`config.mk`:
```
export PLATFORM = sky130hd
export DESIGN_NAME = seq_alu
export DESIGN_NICKNAME = d
export VERILOG_FILES = /design/src/rtl/seq_alu.sv
export SDC_FILE = /design/constraint.sdc
export NUM_CORES = 1
export LEC_CHECK = 0
export ABC_AREA = 1
export CORE_MARGIN = 4
export CORE_UTILIZATION = 30
export CTS_BUF_LIST = sky130_fd_sc_hd__clkbuf_16
export DETAILED_ROUTE_END_ITERATION = 16
export PLACE_DENSITY = 0.52
export RECOVER_POWER = 50
export SLEW_MARGIN = 10
export SYNTH_ARGS = -nofsm -noshare
export SYNTH_HDL_FRONTEND = slang
export SYNTH_SLANG_ARGS = --single-unit
```
`constraint.sdc`:
```
create_clock -name CLK -period 2.8 [get_ports CLK]
set_input_delay 0.42 -clock CLK [delete_from_list [all_inputs] [get_ports CLK]]
set_output_delay 0.42 -clock CLK [all_outputs]
set_load 0.01 [all_outputs]
```
`src/rtl/seq_alu.sv`:
```
// Multi-cycle add/sub/mul/div unit with a START/DONE handshake, shift-add multiplier and
// restoring divider. Define SEQ_ALU_SIGNED_EN to add the SGN port for two's complement operands.
module seq_alu #(
  parameter int unsigned WIDTH = 8,
  parameter int unsigned CNT_W = $clog2(WIDTH + 1)
) (
  input  logic               CLK,
  input  logic               RST,
  input  logic               START,
  input  logic [WIDTH-1:0]   A,
  input  logic [WIDTH-1:0]   B,
  input  logic [1:0]         OP_CODE,
`ifdef SEQ_ALU_SIGNED_EN
  input  logic               SGN,
`endif
  output logic               BUSY,
  output logic               DONE,
  output logic [2*WIDTH-1:0] RESULT,
  output logic               NEG,
  output logic               DIV_ZERO
);

  localparam int unsigned W2 = 2 * WIDTH;
  localparam logic [CNT_W-1:0] CntLast = CNT_W'(WIDTH);

  typedef enum logic [1:0] {StIdle, StCalc, StFin} state_e;
  typedef enum logic [1:0] {OpAdd = 2'b00, OpSub = 2'b01, OpMul = 2'b10, OpDiv = 2'b11} op_e;

  state_e           state_q, state_d;
  logic [1:0]       op_q, op_d;
  logic [WIDTH-1:0] opnd_q, opnd_d;
  logic [W2-1:0]    acc_q, acc_d;
  logic [CNT_W-1:0] cnt_q, cnt_d;
  logic [W2-1:0]    result_q, result_d;
  logic             neg_q, neg_d, dz_q, dz_d;
  logic             sgn_q, sgn_d, sa_q, sa_d, sb_q, sb_d;

  logic sgn_in;
`ifdef SEQ_ALU_SIGNED_EN
  assign sgn_in = SGN;
`else
  assign sgn_in = 1'b0;
`endif

  // Capture-cycle arithmetic for the single-cycle ops and operand magnitudes.
  logic [WIDTH:0]   ext_a, ext_b, add_s, sub_s;
  logic [WIDTH-1:0] abs_diff, mag_a, mag_b;
  logic             neg_a_in, neg_b_in;

  assign neg_a_in = sgn_in & A[WIDTH-1];
  assign neg_b_in = sgn_in & B[WIDTH-1];
  assign ext_a    = {neg_a_in, A};
  assign ext_b    = {neg_b_in, B};
  assign add_s    = ext_a + ext_b;
  assign sub_s    = ext_a - ext_b;
  assign abs_diff = (A >= B) ? (A - B) : (B - A);
  assign mag_a    = neg_a_in ? (~A + WIDTH'(1)) : A;
  assign mag_b    = neg_b_in ? (~B + WIDTH'(1)) : B;

  // Multiply step: acc = {partial high, remaining multiplier bits}, LSB first.
  logic [WIDTH-1:0] mul_addend;
  logic [WIDTH:0]   mul_sum;
  logic [W2-1:0]    mul_step;

  assign mul_addend = acc_q[0] ? opnd_q : '0;
  assign mul_sum    = {1'b0, acc_q[W2-1:WIDTH]} + {1'b0, mul_addend};
  assign mul_step   = {mul_sum, acc_q[WIDTH-1:1]};

  // Divide step: acc = {partial remainder, dividend bits shifting into quotient}.
  logic [WIDTH:0]   div_trial;
  logic             div_ge;
  logic [WIDTH-1:0] div_rem;
  logic [W2-1:0]    div_step;

  assign div_trial = {acc_q[W2-1:WIDTH], acc_q[WIDTH-1]};
  assign div_ge    = div_trial >= {1'b0, opnd_q};
  assign div_rem   = div_ge ? WIDTH'(div_trial - {1'b0, opnd_q}) : div_trial[WIDTH-1:0];
  assign div_step  = {div_rem, acc_q[WIDTH-2:0], div_ge};

  // Sign fixup applied to the magnitude result in the extra signed cycle.
  logic             fix_neg;
  logic [WIDTH-1:0] fix_quo, fix_rem;
  logic [W2-1:0]    fix_prod;

  assign fix_neg  = sa_q ^ sb_q;
  assign fix_quo  = fix_neg ? (~acc_q[WIDTH-1:0] + WIDTH'(1)) : acc_q[WIDTH-1:0];
  assign fix_rem  = sa_q ? (~acc_q[W2-1:WIDTH] + WIDTH'(1)) : acc_q[W2-1:WIDTH];
  assign fix_prod = fix_neg ? (~acc_q + W2'(1)) : acc_q;

  always_comb begin
    state_d  = state_q;
    op_d     = op_q;
    opnd_d   = opnd_q;
    acc_d    = acc_q;
    cnt_d    = cnt_q;
    result_d = result_q;
    neg_d    = neg_q;
    dz_d     = dz_q;
    sgn_d    = sgn_q;
    sa_d     = sa_q;
    sb_d     = sb_q;

    unique case (state_q)
      StIdle: begin
        if (START) begin
          op_d  = OP_CODE;
          sgn_d = sgn_in;
          sa_d  = neg_a_in;
          sb_d  = neg_b_in;
          cnt_d = '0;
          dz_d  = 1'b0;
          neg_d = 1'b0;
          unique case (op_e'(OP_CODE))
            OpAdd: begin
              result_d = sgn_in ? {{(WIDTH-1){add_s[WIDTH]}}, add_s}
                                : {{(WIDTH-1){1'b0}}, add_s};
              neg_d    = sgn_in & add_s[WIDTH];
              state_d  = StFin;
            end
            OpSub: begin
              result_d = sgn_in ? {{(WIDTH-1){sub_s[WIDTH]}}, sub_s}
                                : {{WIDTH{1'b0}}, abs_diff};
              neg_d    = sgn_in ? sub_s[WIDTH] : (A < B);
              state_d  = StFin;
            end
            OpMul: begin
              opnd_d  = mag_a;
              acc_d   = {{WIDTH{1'b0}}, mag_b};
              state_d = StCalc;
            end
            OpDiv: begin
              if (B == '0) begin
                result_d = {A, {WIDTH{1'b1}}};
                dz_d     = 1'b1;
                state_d  = StFin;
              end else begin
                opnd_d  = mag_b;
                acc_d   = {{WIDTH{1'b0}}, mag_a};
                state_d = StCalc;
              end
            end
          endcase
        end
      end
      StCalc: begin
        if (sgn_q && (cnt_q == CntLast)) begin
          if (op_q == OpMul) begin
            result_d = fix_prod;
            neg_d    = fix_prod[W2-1];
          end else begin
            result_d = {fix_rem, fix_quo};
            neg_d    = fix_quo[WIDTH-1];
          end
          state_d = StFin;
        end else begin
          acc_d = (op_q == OpMul) ? mul_step : div_step;
          cnt_d = cnt_q + CNT_W'(1);
          if (!sgn_q && (cnt_d == CntLast)) begin
            result_d = acc_d;
            neg_d    = 1'b0;
            state_d  = StFin;
          end
        end
      end
      StFin:   state_d = StIdle;
      default: state_d = StIdle;
    endcase
  end

  always_ff @(posedge CLK) begin
    if (RST) begin
      state_q  <= StIdle;
      op_q     <= '0;
      opnd_q   <= '0;
      acc_q    <= '0;
      cnt_q    <= '0;
      result_q <= '0;
      neg_q    <= 1'b0;
      dz_q     <= 1'b0;
      sgn_q    <= 1'b0;
      sa_q     <= 1'b0;
      sb_q     <= 1'b0;
    end else begin
      state_q  <= state_d;
      op_q     <= op_d;
      opnd_q   <= opnd_d;
      acc_q    <= acc_d;
      cnt_q    <= cnt_d;
      result_q <= result_d;
      neg_q    <= neg_d;
      dz_q     <= dz_d;
      sgn_q    <= sgn_d;
      sa_q     <= sa_d;
      sb_q     <= sb_d;
    end
  end

  assign BUSY     = (state_q == StCalc);
  assign DONE     = (state_q == StFin);
  assign RESULT   = result_q;
  assign NEG      = neg_q;
  assign DIV_ZERO = dz_q;

endmodule

```
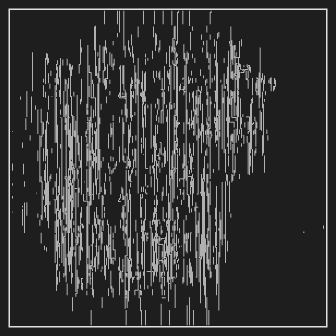
(images/layer_met2.png)
wire length on this layer: 6730 um
share of all routed wire: 46%
nets with wire on the layer: 684

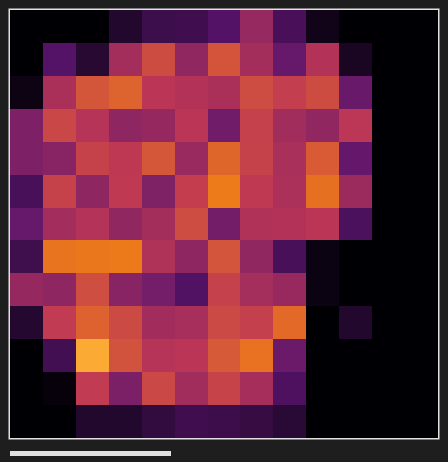
(images/cell_density.png)
Bar = 50 um. The die is cut into 13 by 13 equal tiles; black is low, pale yellow is high, 0 to 100% covered.
fullest tile: 82%
mean over tiles: 30%
emptiest ninth of the die: bottom right
nearly empty tiles: 27%
tiles over 75% full: 0.60%

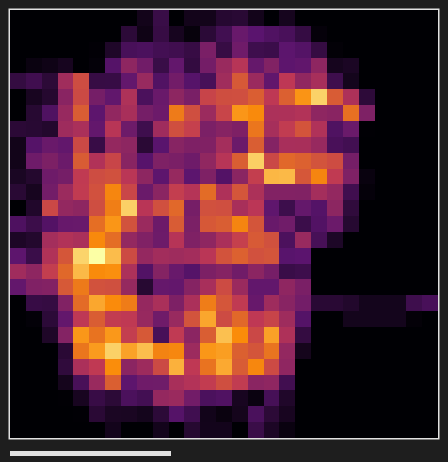
(images/metal_density.png)
Bar = 50 um. The die is cut into 27 by 27 equal tiles; black is low, pale yellow is high, scaled to the fullest tile. Values are wire area over tile area, all layers added.
emptiest ninth of the die: bottom right
tiles over half the peak: 20%
mean over tiles: 0.13

==> impl_results.rst <==
Physical design figures
=======================

.. list-table::
   :header-rows: 1

   * - Metric
     - Value
   * - Run status
     - finished clean
   * - Layer with the highest usage
     - met2
   * - Max stage delay on crit path
     - ~0.57 ns
   * - Post-synthesis sequential area ratio
     - 0.2124
   * - Invs w/o clock
     - 123
   * - Fraction of synthesis flops using an asynchronous set or reset pin
     - 0
   * - Die width
     - about 130 um
   * - Combinational cell power
     - 0.00229 W
   * - Final weighted congestion in routability-driven placement
     - just under 0.9
   * - Highest clock frequency the design can meet
     - between 400 and 500 MHz
   * - Mean cell area of the mapped netlist
     - between 6 and 7 sq um
   * - Power consumed by the clock network
     - roughly 0.00063 W
   * - PwrDens
     - roughly 710 nW/um^2
   * - Setup fix buffers added after clock tree synthesis
     - 0
   * - Total congestion overflow after global routing
     - 0
   * - Cell area after layout
     - around 5500 sq um
   * - Number of global-route vias before repair
     - roughly 4800
   * - Largest net degree at the start of global routing
     - 30
   * - Critical setup path kind
     - input port to register
   * - Worst Hold Depth
     - 2
   * - Internal Dissipation
     - about 0.0020 W
   * - Min-delay src
     - op_q[1]$_SDFFE_PP0P_
   * - Top logic cells by instance count in the layout
     - 246 x nand2_1, 111 x inv_1, 72 x a21oi_1
   * - Effective utilization at floorplan
     - 0.3077
   * - Number of clock sinks
     - ~50
   * - Fraction of standard cell area in multi-input logic
     - 0.5539
   * - Area taken by flip-flops and latches
     - 1001 sq um
   * - Post-synthesis share of cell area spent on and-or and or-and gates
     - 0.1421
   * - GRT met3 Usage
     - 0.02115
   * - Number of standard cells in the final layout excluding fillers
     - between 1000 and 1500
   * - Number of warnings the tools reported
     - 41
   * - Sum of buffers and inverters on the critical path
     - 3
   * - Share of power burned in registers
     - 0.257
   * - Critical path launch point type
     - input port
   * - Cell total in the yosys stat output
     - approximately 780
   * - Total power draw
     - roughly 0.0039 W
   * - Final core utilization
     - 0.3621
   * - Switching power as a share of total power
     - 0.4790
   * - Part of the total power dissipated in combinational logic
     - 0.583
   * - Count of antenna diodes in the layout
     - 0
   * - Post-synthesis cell area
     - 4712 sq um
   * - Number of buffers created by CTS
     - 5
   * - CP Cell Sequence
     - clkdlybuf4s50_1 -> ha_1 -> inv_1 -> fa_1 -> o21ai_1 -> nand3_1 -> nand2_1 -> nand2_1 -> nand2_1 -> nand2_1 -> nand3_1 -> nand2_1 -> inv_1
   * - DRT iter0 DRCs
     - 239
   * - Area of the multi-input gates
     - 3072 sq um
   * - Rel. slew slack
     - 0.1371
   * - Top cell class by occupied area
     - logic gates
   * - Count of final setup violators
     - 0
   * - Clock-pin transition on the worst setup and hold timing paths
     - roughly 0.07 ns
   * - Worst-Margin Slew
     - 1.294 ns
   * - Net count entering floorplan
     - 844
   * - WP data required
     - roughly 3.1 ns
   * - Period utilisation layout
     - 0.8507
   * - Synth Area in Simple Gates
     - 0.3651
   * - Crit-path leading delay family
     - buffers and inverters
   * - Number of nets in the layout
     - a little under 900
   * - Synth Area in XOR/XNOR
     - 0.02045
   * - Clock Network Area Fraction
     - 0.02617
   * - Clock tree from TritonCTS
     - done
   * - Yosys top cell by area
     - dfxtp_1
   * - Fraction of final layout cells with drive strength greater than 1
     - 0.07282
   * - Count of buffers not belonging to the clock network in the layout
     - 64
   * - Number of cells upsized or downsized after cts
     - 0
   * - Number of flip-flops and latches
     - 50
   * - DRC
     - 0
   * - Max Cap Violations
     - 0
   * - Bufs on Longest Clock Path
     - 2
   * - CP Depth
     - 13
   * - Path class of the lowest-slack min-delay path
     - register to register
   * - Hold WS
     - between 0.4 and 0.5 ns
   * - Arrival time of the worst setup path
     - roughly 2.6 ns
   * - Distinct cell type count after synthesis
     - 36
   * - Sequential cell area share
     - 0.1805
   * - Cts hold-fix bufs
     - 0
   * - Tap cells
     - approximately 210
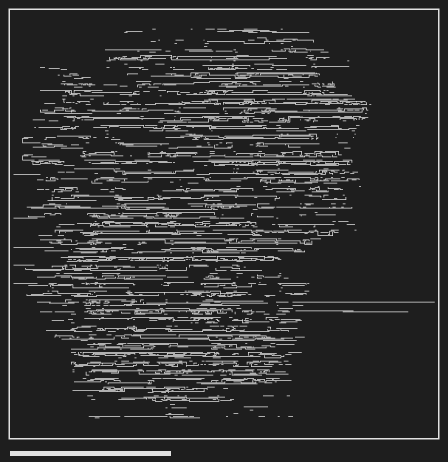
(images/layer_met1.png)
Bar = 50 um.
nets with wire on the layer: 823
longest straight run: 44.2 um
Total Wirelength: 14.62 mm
count of vias placed by the detailed router: 4902
GRT met1 Usage: 0.2287

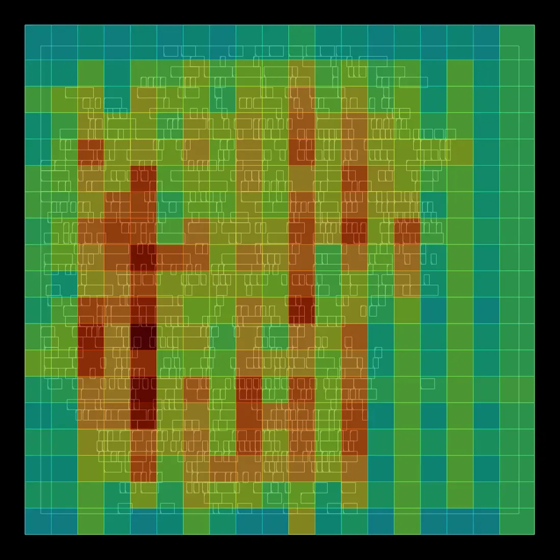
(images/congestion.png)
post-DR wirelength/cell: 14.13 um
met2 GRT Util: 0.2827
global-route usage over all layers: 0.1692

==> path summary, 6_finish.rpt <==
path | to | slack (ns)
hold / removal | op_q[1]$_SDFFE_PP0P_ | 0.47
setup reg to reg | RESULT[13]$_SDFFE_PP0P_ | 0.56
setup / recovery | RESULT[8]$_SDFFE_PP0P_ | 0.42
hold reg to reg | op_q[1]$_SDFFE_PP0P_ | 0.47
==> routing by layer <==
metal | routed length [um] | part of all wire
met1 | 7073 | 0.48
met2 | 6728 | 0.46
met3 | 504 | 0.034
met4 | 317 | 0.022
met5 | 0 | 0
==> state kept, by name, indices dropped and copies added (netlist names) <==
register and count:
DIV_ZERO 1, NEG 1, RESULT 16, acc_q 16, cnt_q 4, op_q 2
opnd_q 8, state_q 2
Power figures rest on the tool's default switching activity, not on a simulated workload.
